**src/rtl/rr_arbiter_n.sv**
```systemverilog
// rr_arbiter_n
//
// N-channel request arbiter with credit-based flow control. Each cycle at
// most one valid channel is granted, chosen round-robin (MODE=0) or by fixed
// priority (MODE=1, lowest index wins). The winning request is registered
// toward the shared resource. The number of in-flight requests is bounded by
// a credit counter: a grant consumes one credit and in_ready returns one.
//
// Ports
//   clk          rising-edge clock
//   reset        asynchronous, active-low reset
//   in_valid     per-channel request valid
//   in_address   flattened addresses, channel i at [i*ADDRESS_WIDTH +: ADDRESS_WIDTH]
//   in_id        flattened IDs, channel i at [i*ID_WIDTH +: ID_WIDTH]
//   out_stall    per-channel stall (combinational), all-ones while in reset
//   in_ready     single-cycle pulse from the resource, returns one credit
//   out_valid    registered, one cycle per grant
//   out_address  registered address of the issued request
//   out_id       registered ID of the issued request
//   out_choice   registered index of the granted channel
//   out_error    sticky, set when in_ready arrives while all credits are home
module rr_arbiter_n #(
  parameter int NUM_CH          = 4,
  parameter int ADDRESS_WIDTH   = 8,
  parameter int ID_WIDTH        = 4,
  parameter int MAX_OUTSTANDING = 2,
  parameter int MODE            = 0,
  localparam int CH_W           = (NUM_CH > 2) ? $clog2(NUM_CH) : 1
) (
  input  logic                              clk,
  input  logic                              reset,
  input  logic [NUM_CH-1:0]                 in_valid,
  input  logic [NUM_CH*ADDRESS_WIDTH-1:0]   in_address,
  input  logic [NUM_CH*ID_WIDTH-1:0]        in_id,
  output logic [NUM_CH-1:0]                 out_stall,
  input  logic                              in_ready,
  output logic                              out_valid,
  output logic [ADDRESS_WIDTH-1:0]          out_address,
  output logic [ID_WIDTH-1:0]               out_id,
  output logic [CH_W-1:0]                   out_choice,
  output logic                              out_error
);

  localparam int CRED_W = $clog2(MAX_OUTSTANDING + 1);
  localparam logic [CRED_W-1:0] CRED_FULL = CRED_W'(MAX_OUTSTANDING);
  localparam logic [CH_W-1:0]   LAST_CH   = CH_W'(NUM_CH - 1);

  // State
  logic [CH_W-1:0]          ptr_reg, ptr_next;
  logic [CRED_W-1:0]        credits_reg, credits_next;
  logic                     valid_reg;
  logic [ADDRESS_WIDTH-1:0] address_reg;
  logic [ID_WIDTH-1:0]      id_reg;
  logic [CH_W-1:0]          choice_reg;
  logic                     error_reg, error_next;

  // Arbitration
  logic                     credit_avail;
  logic [NUM_CH-1:0]        upper_mask;
  logic [NUM_CH-1:0]        req_upper;
  logic [NUM_CH-1:0]        sel_req;
  logic [NUM_CH-1:0]        grant_onehot;
  logic                     grant_any;
  logic [CH_W-1:0]          grant_idx;
  logic [ADDRESS_WIDTH-1:0] grant_address;
  logic [ID_WIDTH-1:0]      grant_id;

  // Only the registered credit count gates the grant, so a credit returned
  // this cycle cannot be spent until the next one.
  assign credit_avail = (credits_reg != '0);

  // Channels at or above the pointer form the first search window of the
  // round-robin; if none of them is valid the search wraps to the full set.
  for (genvar gi = 0; gi < NUM_CH; gi++) begin : g_mask
    assign upper_mask[gi] = (CH_W'(gi) >= ptr_reg);
  end

  assign req_upper = in_valid & upper_mask;
  assign sel_req   = ((MODE == 0) && (req_upper != '0)) ? req_upper : in_valid;

  // Lowest set bit of sel_req wins; the same loop picks the index and the
  // request fields of the winner.
  always_comb begin
    logic seen;
    seen          = 1'b0;
    grant_onehot  = '0;
    grant_idx     = '0;
    grant_address = '0;
    grant_id      = '0;
    for (int i = 0; i < NUM_CH; i++) begin
      if (sel_req[i] && !seen && credit_avail) begin
        grant_onehot[i] = 1'b1;
        grant_idx       = CH_W'(i);
        grant_address   = in_address[i*ADDRESS_WIDTH +: ADDRESS_WIDTH];
        grant_id        = in_id[i*ID_WIDTH +: ID_WIDTH];
      end
      seen = seen | sel_req[i];
    end
  end

  assign grant_any = (grant_onehot != '0);

  // While in reset no request may be accepted.
  assign out_stall = reset ? (in_valid & ~grant_onehot) : {NUM_CH{1'b1}};

  // Credit, pointer and error bookkeeping
  always_comb begin
    credits_next = credits_reg;
    ptr_next     = ptr_reg;
    error_next   = error_reg;

    case ({grant_any, in_ready})
      2'b10:   credits_next = credits_reg - 1'b1;
      2'b01:   if (credits_reg != CRED_FULL) credits_next = credits_reg + 1'b1;
      default: credits_next = credits_reg;  // idle, or grant and return cancel
    endcase

    // A return with nothing outstanding is an accounting overflow.
    if (in_ready && (credits_reg == CRED_FULL)) begin
      error_next = 1'b1;
    end

    if (grant_any) begin
      ptr_next = (grant_idx == LAST_CH) ? '0 : grant_idx + 1'b1;
    end
  end

  always_ff @(posedge clk or negedge reset) begin
    if (!reset) begin
      ptr_reg     <= '0;
      credits_reg <= CRED_FULL;
      valid_reg   <= 1'b0;
      address_reg <= '0;
      id_reg      <= '0;
      choice_reg  <= '0;
      error_reg   <= 1'b0;
    end else begin
      ptr_reg     <= ptr_next;
      credits_reg <= credits_next;
      error_reg   <= error_next;
      valid_reg   <= grant_any;
      // Request fields hold their last issued value between grants.
      if (grant_any) begin
        address_reg <= grant_address;
        id_reg      <= grant_id;
        choice_reg  <= grant_idx;
      end
    end
  end

  assign out_valid   = valid_reg;
  assign out_address = address_reg;
  assign out_id      = id_reg;
  assign out_choice  = choice_reg;
  assign out_error   = error_reg;

endmodule

```
**config.mk**
```make
export PLATFORM = sky130hd
export DESIGN_NAME = rr_arbiter_n
export DESIGN_NICKNAME = d
export VERILOG_FILES = /design/src/rtl/rr_arbiter_n.sv
export SDC_FILE = /design/constraint.sdc
export NUM_CORES = 1
export LEC_CHECK = 0
export CAP_MARGIN = 20
export CORE_MARGIN = 2
export CORE_UTILIZATION = 41
export DETAILED_ROUTE_END_ITERATION = 12
export PLACE_DENSITY = 0.89
export RECOVER_POWER = 25
export SLEW_MARGIN = 20
export SYNTH_ARGS = -nofsm -noshare
export SYNTH_HDL_FRONTEND = slang
export SYNTH_SLANG_ARGS = --single-unit
```
**constraint.sdc**
```tcl
create_clock -name clk -period 4.3 [get_ports clk]
set_input_delay 0.86 -clock clk [delete_from_list [all_inputs] [get_ports clk]]
set_output_delay 0.86 -clock clk [all_outputs]
set_load 0.02 [all_outputs]
```
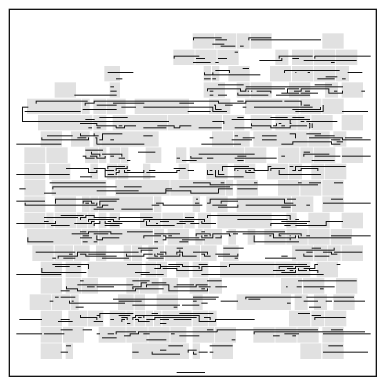
**Above:** signal wires on met1.
Scale: 6 px per µm.
nets with wire on the layer: 219
share of all routed wire: 40%
longest straight run: 24.4 µm

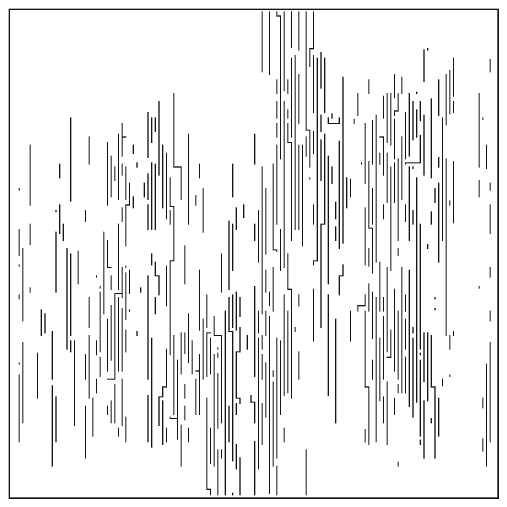
**Above:** metal 2.
Scale: 8 px per µm.
wire length on this layer: 2020 µm
share of all routed wire: 48%
longest straight run: 28.1 µm

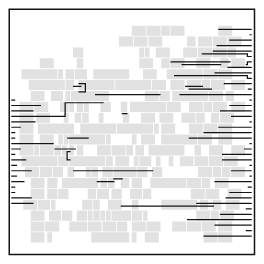
**Above:** signal wires on met3.
Scale: 4 px per µm.
main direction: horizontal
share of all routed wire: 11%

==> impl_metrics.csv <==
group,metric,value,unit
run_status,status,"finished, final reports clean",
worst_setup_path,crit_family,"buffers and inverters",
synth,ys_cells,138,
sta,worst_pin_slew,1.04,ns
clocking,cts-root-buf,"clkbuf_4",
pwr,p_per_area,587,nW/µm²
layout,comb_area,717,µm²
routing,highest_layer,"met4",
layout,comb_area_frac,0.342,
synth,ys_types,40,
placed_design,gp_congestion,0.860,
layout,flops,20,
sta,finalHoldViolCount,0,
worst_setup_path,worstPathArrival,3.10,ns
placed_design,place_ws,0.337,ns
routing,met2_length,2020,µm
pwr,switchingPower,0.545,mW
global_route,overflow,0,
global_route,met3_usage,0.0746,
floorplanning,num_tap_cells,44,
synth,area_leaders,"dfrtp_1 36%, a221o_1 6.8%, nor3_2 6.8%",
worst_setup_path,path_common_cell,"clkdlybuf4s50_1",
sta,skew,0.00651,ns
sta,fin_crit,3.96,ns
routing,dr.pass1.iters,4,
layout,lay_top_count,"clkdlybuf4s50_1",
worst_setup_path,worst-r2r-cell-count,5,
pwr,comb_power_share,0.628,
routing,wl_per_cell,16.4,µm
sta,slew_headroom,0.303,
synth,top_area_frac,0.358,
global_route,grtUsageMet2,0.432,
global_route,met1_usage,0.265,
synth,synth_chip_area,1330,µm²
routing,antenna_left,0,
layout,drive_above_1_share,0.152,
-- path summary, 6_finish.rpt --
path	slack [ns]	endpoint	from
worst max-delay path	0.34	out_stall[0]	in_valid[2]
worst min-delay path	0.48	out_error$_DFFE_PN0P_	out_error$_DFFE_PN0P_
worst max register to register	2.19	credits_reg[0]$_DFFE_PN0P_	credits_reg[0]$_DFFE_PN0P_
worst min register to register	0.48	out_error$_DFFE_PN0P_	out_error$_DFFE_PN0P_
max in group asynchronous	2.26	out_choice[1]$_DFFE_PN0P_	reset
min in group asynchronous	1.41	out_address[2]$_DFFE_PN0P_	reset
-- kinds of logic (layout without fill, tap and decap cells) --
logic type	Yosys count	in the layout	share of synthesized area
compound gates	52	52	0.311
simple gates	48	48	0.229
flops	20	20	0.378
buf+inv	18	91	0.0829
Power and IR drop assume default switching activity.
